### config.mk
export PLATFORM = sky130hd
export DESIGN_NAME = hex_display_ctrl_flat
export DESIGN_NICKNAME = d
export VERILOG_FILES = /design/src/rtl/hex_display_ctrl_if.sv /design/src/rtl/hex_display_ctrl.sv /design/src/flat_wrapper.sv
export SDC_FILE = /design/constraint.sdc
export NUM_CORES = 1
export LEC_CHECK = 0
export CAP_MARGIN = 15
export CORE_UTILIZATION = 55
export CTS_CLUSTER_SIZE = 10
export DETAILED_ROUTE_END_ITERATION = 10
export GPL_ROUTABILITY_DRIVEN = 0
export PLACE_DENSITY = 0.81
export SLEW_MARGIN = 20
export SYNTH_ARGS = -nofsm -noshare
export SYNTH_HDL_FRONTEND = slang
export SYNTH_SLANG_ARGS = --single-unit
### constraint.sdc
create_clock -name clk_i -period 3.2 [get_ports clk_i]
set_input_delay 0.64 -clock clk_i [delete_from_list [all_inputs] [get_ports clk_i]]
set_output_delay 0.64 -clock clk_i [all_outputs]
set_load 0.005 [all_outputs]
### src/rtl/hex_display_ctrl_if.sv
// Bus between the debug-display source and hex_display_ctrl.
//   master : drives value_i, load_i, blank_lz_i, en_i; observes the display outputs
//   slave  : the controller; consumes the control inputs, drives hex_o/seg_o/an_o/frame_o
interface hex_display_ctrl_if #(
  parameter int unsigned DIGITS = 4
);
  logic [4*DIGITS-1:0] value_i;
  logic                load_i;
  logic                blank_lz_i;
  logic                en_i;
  logic [7*DIGITS-1:0] hex_o;
  logic [6:0]          seg_o;
  logic [DIGITS-1:0]   an_o;
  logic                frame_o;

  modport master (
    output value_i, load_i, blank_lz_i, en_i,
    input  hex_o, seg_o, an_o, frame_o
  );

  modport slave (
    input  value_i, load_i, blank_lz_i, en_i,
    output hex_o, seg_o, an_o, frame_o
  );
endinterface

### src/rtl/hex_display_ctrl.sv
// Seven-segment controller for the processor debug display.
// Shows DIGITS hex digits on static per-digit outputs (hex_o) and on a time-multiplexed
// scan (seg_o/an_o). New values are staged in a shadow register and only committed to the
// displayed value at the end of a scan frame, so the display never tears.
// Ports:
//   clk_i  - system clock, rising edge
//   reset  - asynchronous active-high reset
//   bus    - slave modport: value_i, load_i, blank_lz_i, en_i in;
//            hex_o (gfedcba per digit), seg_o, an_o (one-hot), frame_o out
module hex_display_ctrl #(
  parameter int unsigned DIGITS     = 4,
  parameter int unsigned SCAN_DIV   = 1000,
  parameter bit          ACTIVE_LOW = 1'b1
) (
  input logic               clk_i,
  input logic               reset,
  hex_display_ctrl_if.slave bus
);

  localparam int unsigned DivW = (SCAN_DIV > 1) ? $clog2(SCAN_DIV) : 1;
  localparam int unsigned IdxW = (DIGITS > 1) ? $clog2(DIGITS) : 1;
  localparam logic [DivW-1:0] DivLast = DivW'(SCAN_DIV - 1);
  localparam logic [IdxW-1:0] IdxLast = IdxW'(DIGITS - 1);
  localparam logic            OffLvl  = ACTIVE_LOW;

  logic [4*DIGITS-1:0] r_shadow;
  logic                r_pending;
  logic [4*DIGITS-1:0] r_disp;
  logic [DivW-1:0]     r_div_cnt;
  logic [IdxW-1:0]     r_dig_idx;
  logic [7*DIGITS-1:0] r_hex;
  logic [6:0]          r_seg;
  logic [DIGITS-1:0]   r_an;
  logic                r_frame;

  logic                w_div_last;
  logic                w_wrap;
  logic                w_lead;
  logic [DIGITS-1:0]   w_blank;
  logic [6:0]          w_pat;
  logic [7*DIGITS-1:0] w_hex;
  logic [6:0]          w_seg;
  logic [DIGITS-1:0]   w_an;

  // Active-high segment patterns, bit 0 = segment a.
  function automatic logic [6:0] f_decode(input logic [3:0] nib);
    logic [6:0] pat;
    case (nib)
      4'h0:    pat = 7'h3F;
      4'h1:    pat = 7'h06;
      4'h2:    pat = 7'h5B;
      4'h3:    pat = 7'h4F;
      4'h4:    pat = 7'h66;
      4'h5:    pat = 7'h6D;
      4'h6:    pat = 7'h7D;
      4'h7:    pat = 7'h07;
      4'h8:    pat = 7'h7F;
      4'h9:    pat = 7'h6F;
      4'hA:    pat = 7'h77;
      4'hB:    pat = 7'h7C;
      4'hC:    pat = 7'h39;
      4'hD:    pat = 7'h5E;
      4'hE:    pat = 7'h79;
      default: pat = 7'h71;
    endcase
    return pat;
  endfunction

  assign w_div_last = (r_div_cnt == DivLast);
  assign w_wrap     = w_div_last && (r_dig_idx == IdxLast);

  // Leading-zero mask: walk down from the top digit while every digit seen so far is zero.
  // Digit 0 is excluded so a zero value still shows a single 0.
  always_comb begin
    w_lead  = bus.blank_lz_i;
    w_blank = '0;
    for (int k = DIGITS - 1; k >= 1; k--) begin
      if (w_lead && (r_disp[4*k +: 4] == 4'h0)) begin
        w_blank[k] = 1'b1;
      end else begin
        w_lead = 1'b0;
      end
    end
  end

  // Built active-high, then inverted as a whole for active-low boards.
  always_comb begin
    w_hex = '0;
    w_seg = '0;
    w_an  = '0;
    w_pat = '0;
    for (int k = 0; k < DIGITS; k++) begin
      w_pat = (w_blank[k] || !bus.en_i) ? 7'h00 : f_decode(r_disp[4*k +: 4]);
      w_hex[7*k +: 7] = w_pat;
      if (r_dig_idx == IdxW'(k)) begin
        w_seg   = w_pat;
        w_an[k] = bus.en_i;
      end
    end
    if (ACTIVE_LOW) begin
      w_hex = ~w_hex;
      w_seg = ~w_seg;
      w_an  = ~w_an;
    end
  end

  always_ff @(posedge clk_i or posedge reset) begin
    if (reset) begin
      r_shadow  <= '0;
      r_pending <= 1'b0;
      r_disp    <= '0;
      r_div_cnt <= '0;
      r_dig_idx <= '0;
      r_hex     <= {(7*DIGITS){OffLvl}};
      r_seg     <= {7{OffLvl}};
      r_an      <= {DIGITS{OffLvl}};
      r_frame   <= 1'b0;
    end else begin
      r_div_cnt <= w_div_last ? '0 : r_div_cnt + 1'b1;
      if (w_div_last) begin
        r_dig_idx <= (r_dig_idx == IdxLast) ? '0 : r_dig_idx + 1'b1;
      end

      if (bus.load_i) begin
        r_shadow <= bus.value_i;
      end

      // A load coinciding with the wrap bypasses the shadow so it is not delayed a frame.
      if (w_wrap) begin
        r_pending <= 1'b0;
        if (bus.load_i) begin
          r_disp <= bus.value_i;
        end else if (r_pending) begin
          r_disp <= r_shadow;
        end
      end else if (bus.load_i) begin
        r_pending <= 1'b1;
      end

      r_hex   <= w_hex;
      r_seg   <= w_seg;
      r_an    <= w_an;
      r_frame <= w_wrap;
    end
  end

  assign bus.hex_o   = r_hex;
  assign bus.seg_o   = r_seg;
  assign bus.an_o    = r_an;
  assign bus.frame_o = r_frame;

endmodule
### src/flat_wrapper.sv
// flat-port wrapper written by rule: the top's interface ports become plain ports
module hex_display_ctrl_flat 
#(
  parameter int unsigned DIGITS     = 4,
  parameter int unsigned SCAN_DIV   = 1000,
  parameter bit          ACTIVE_LOW = 1'b1
)
  (clk_i, reset, bus_value_i, bus_load_i, bus_blank_lz_i, bus_en_i, bus_hex_o, bus_seg_o, bus_an_o, bus_frame_o);
  hex_display_ctrl_if #(.DIGITS(DIGITS)) bus_i ();
  input logic clk_i;
  input logic reset;
  input wire logic [$bits(bus_i.value_i)-1:0] bus_value_i;
  input wire logic [$bits(bus_i.load_i)-1:0] bus_load_i;
  input wire logic [$bits(bus_i.blank_lz_i)-1:0] bus_blank_lz_i;
  input wire logic [$bits(bus_i.en_i)-1:0] bus_en_i;
  output wire logic [$bits(bus_i.hex_o)-1:0] bus_hex_o;
  output wire logic [$bits(bus_i.seg_o)-1:0] bus_seg_o;
  output wire logic [$bits(bus_i.an_o)-1:0] bus_an_o;
  output wire logic [$bits(bus_i.frame_o)-1:0] bus_frame_o;
  assign bus_i.value_i = bus_value_i;
  assign bus_i.load_i = bus_load_i;
  assign bus_i.blank_lz_i = bus_blank_lz_i;
  assign bus_i.en_i = bus_en_i;
  assign bus_hex_o = bus_i.hex_o;
  assign bus_seg_o = bus_i.seg_o;
  assign bus_an_o = bus_i.an_o;
  assign bus_frame_o = bus_i.frame_o;
  hex_display_ctrl #(.DIGITS(DIGITS), .SCAN_DIV(SCAN_DIV), .ACTIVE_LOW(ACTIVE_LOW)) u_core (.clk_i(clk_i), .reset(reset), .bus(bus_i));
endmodule
Figure 1. M3 wires (run 1).
Bar = 20 um.
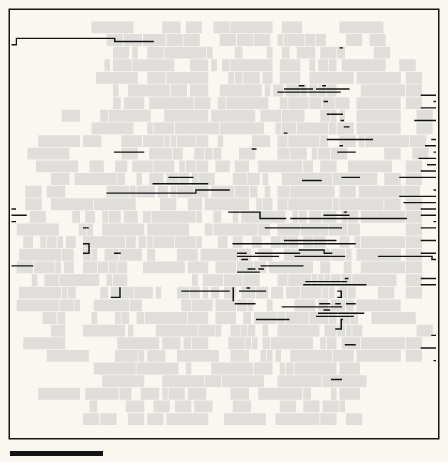
The longest straight run is 26.2 um. The wires run mostly horizontal. 71 nets have wire on it. The layer carries 489 um of wire. The layer holds 5.3% of the routed length.

Figure 2. Placed standard cells (run 1).
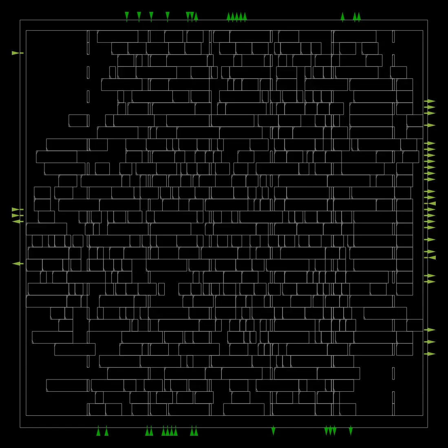
final std cells w/o fill: 562
Tapcells: 102

==> CHANGELOG.md, run 1 <==
### Implementation results

- Slew margin rel.: 0.5556
- Unrepaired setup endpoints after global routing: false
- Layout area overhead: 19.10%
- DR vias/cell: 5.786
- Overall routing resource usage: 0.2268
- Max-cap violations: 0
- Status: finished clean
- WP data required: 3.47 ns
- Main logic family after synthesis: simple AND/OR/NAND/NOR gates
- Non-CTS buffers: 66
- Final Hold Fails: 0
- Fin nets: 504
- Layout cell share with drive strength beyond 1: 0.2304
- Drt pass-1 iters: 5
- Clk pwr share: 0.380
- Clock-cell share: 0.03974
- Drt total wl: 9288 um
- TritonCTS clock tree: yes
- Dominant cell area share: 0.2576
- Logic share of the area: 0.3887
- Crit-path max FO: 12
- Worst-path clk slew: 0.08 ns
Figure 3. Met2 routing (run 1).
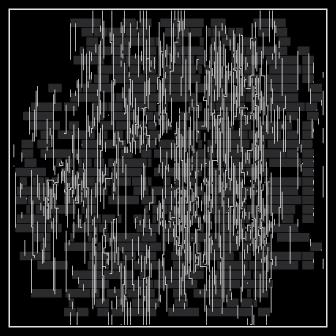
The layer carries 4590 um of wire. 432 nets have wire on it.

Figure 4. Metal 1 (run 1).
Bar = 20 um.
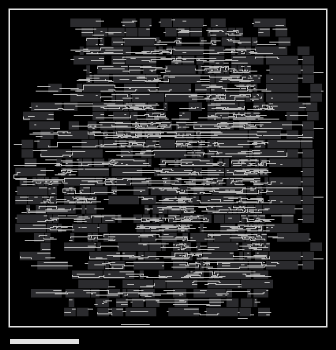
The longest straight run is 30.8 um. 434 nets have wire on it. The layer carries 3980 um of wire. The wires run mostly horizontal.

run 1: state kept, by name, summed over array words and instances, names as in the netlist:
signal              flops
u_core.bus.an_o         4
u_core.bus.frame_o      1
u_core.bus.hex_o       28
u_core.bus.seg_o        7
u_core.r_dig_idx        2
u_core.r_disp          16
u_core.r_div_cnt       10
u_core.r_pending        1
u_core.r_shadow        16
run 1: final timing paths:
check | slack (ns) | startpoint | to | cells after the start
worst min-delay path | 0.45 | u_core.r_div_cnt[0] | u_core.r_div_cnt[0] | 1
worst max-delay path | 1.03 | bus_en_i | u_core.bus.seg_o[5] | 4
max in group asynchronous | 2.14 | reset | u_core.bus.an_o[0] | 3
worst min register to register | 0.45 | u_core.r_div_cnt[0] | u_core.r_div_cnt[0] | 1
min in group asynchronous | 0.70 | reset | u_core.r_div_cnt[3] | 3
worst max register to register | 1.04 | u_core.r_disp[9] | u_core.bus.seg_o[5] | 6
run 1: metrics by stage:
step                      utilization  setup WS (ns)
after floorplan                     -         0.4310
after global placement         0.6545         0.7680
after detailed placement       0.6545         0.7322
after CTS                      0.6816          1.091
after global routing           0.6816         0.8786
final                          0.6816          1.034
run 1: layer usage:
layer | wire, um | vias up | global-route usage
li1 | - | 1513 | -
met1 | 3976 | 1580 | 0.2771
met2 | 4594 | 131 | 0.3837
met3 | 488 | 28 | 0.04892
met4 | 229 | 0 | 0.1042
met5 | 0 | - | 0
run 1: worst max-delay path: stages:
cell and delay [ns]:
clkdlybuf4s50_1 0.74, and2_1 0.38, o311ai_0 0.27, a221o_1 0.41
run 1: cell families (layout without fill, tap and decap cells):
group,Yosys count,after routing
compound gates,71,71
xor+xnor,7,7
fa+ha+maj,28,28
buf+inv,41,103
flops,85,85
mux,31,31
simple gates,135,135
==> run 2, diff against run 1 <==
==> constraint.sdc (replaced) <==
create_clock -name clk_i -period 2 [get_ports clk_i]
set_input_delay 0.4 -clock clk_i [delete_from_list [all_inputs] [get_ports clk_i]]
set_output_delay 0.4 -clock clk_i [all_outputs]
set_load 0.005 [all_outputs]
Figure 5. M3 wires (run 2).
Bar = 20 um.
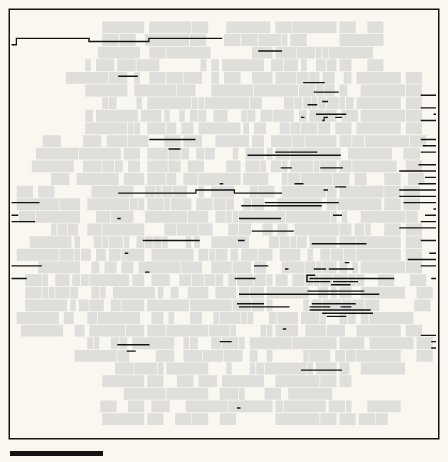
The longest straight run is 29.9 um. 70 nets have wire on it. The layer holds 5.4% of the routed length. The wires run mostly horizontal.

Figure 6. Met2 routing (run 2).
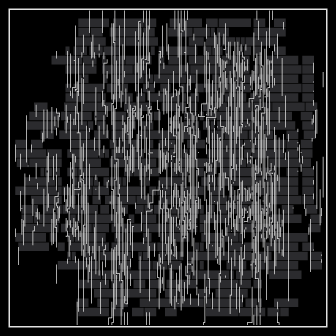
The longest straight run is 43.5 um. The layer carries 4830 um of wire. 443 nets have wire on it. The layer holds 50% of the routed length. The wires run mostly vertical.

==> CHANGELOG.md, run 2 <==
### Implementation results

- WP data required: 2.27 ns
- Synth Warn #: 0
- Dominant cell area share: 0.2576
- Status: finished clean
- TritonCTS clock tree: yes
- HP Class: reg2reg
- Drt total wl: 9676 um
- Post-route DRC: 0
- Layout cell share with drive strength beyond 1: 0.2733
- Post-synth EDFFs: 0
- Place WS: -0.02494 ns
- Overall routing resource usage: 0.2470
- Layout area overhead: 23.66%
- Worst-path clk slew: 0.08 ns
- DR vias/cell: 5.675
- Final Hold Fails: 0
- Max-cap violations: 0
- Aggregate global routing overflow: 0
- Number of flip-flops under the largest register name: 28
- Drt pass-1 iters: 5
- Fin util: 0.7077
- Top cell excl fill/tap: clkdlybuf4s50_1
- Crit-path max FO: 6
- Fin nets: 527
- Final worst setup slack: 0.07945 ns
- Slew margin rel.: 0.5635
- Main logic family after synthesis: simple AND/OR/NAND/NOR gates
==> run 2: cell counts after synthesis <==
No cell type changed its count.
==> run 2: stage by stage <==
step	total power [mW]	std cells
2_1_floorplan	1.949	398
3_3_place_gp	2.083	567
3_5_place_dp	2.092	567
4_1_cts	3.371	583
5_1_grt	3.477	585
6_report	3.345	585
==> run 2: worst max-delay path, cell delays in order, from the launching register on <==
cell      delay (ns)
dfrtp_1         0.39
inv_1           0.13
ha_1            0.20
nor3b_4         0.34
buf_4           0.19
a21boi_4        0.05
buf_4           0.16
a311o_1         0.29
o211ai_1        0.11
==> run 2: final cells by class <==
class,count,area [um^2]
timing repair buffer,89,843.3
multi-input combinational,272,2083
clock inverter,3,42.54
inverter,21,82.58
tap,102,127.6
sequential,85,2176
fill,558,2282
clock buffer,13,170.2
==> run 2: layer usage <==
| metal | vias up | track usage | part of all wire |
|---|---|---|---|
| met5 | - | 0 | 0 |
| met4 | 0 | 0.1237 | 0.031 |
| met3 | 30 | 0.03400 | 0.054 |
| met2 | 126 | 0.4086 | 0.50 |
| met1 | 1600 | 0.3181 | 0.42 |
| li1 | 1564 | - | - |
==> run 2: worst paths after layout <==
check	slack, ns	from	to	cells past startpoint
max in group asynchronous	1.14	reset	u_core.bus.hex_o[3]	3
worst min register to register	0.46	u_core.r_div_cnt[0]	u_core.r_div_cnt[0]	1
min in group asynchronous	0.50	reset	u_core.r_disp[13]	3
worst max-delay path	0.08	u_core.r_disp[9]	u_core.bus.seg_o[0]	8
worst min-delay path	0.46	u_core.r_div_cnt[0]	u_core.r_div_cnt[0]	1
worst max register to register	0.08	u_core.r_disp[9]	u_core.bus.seg_o[0]	8
==> run 2: timing repair <==
item | 4_1_cts | 5_1_grt
endpoints found under the setup margin | 0 | 6
gates resized | 0 | 4
buffers inserted | 0 | 2
Power and IR drop assume default switching activity.
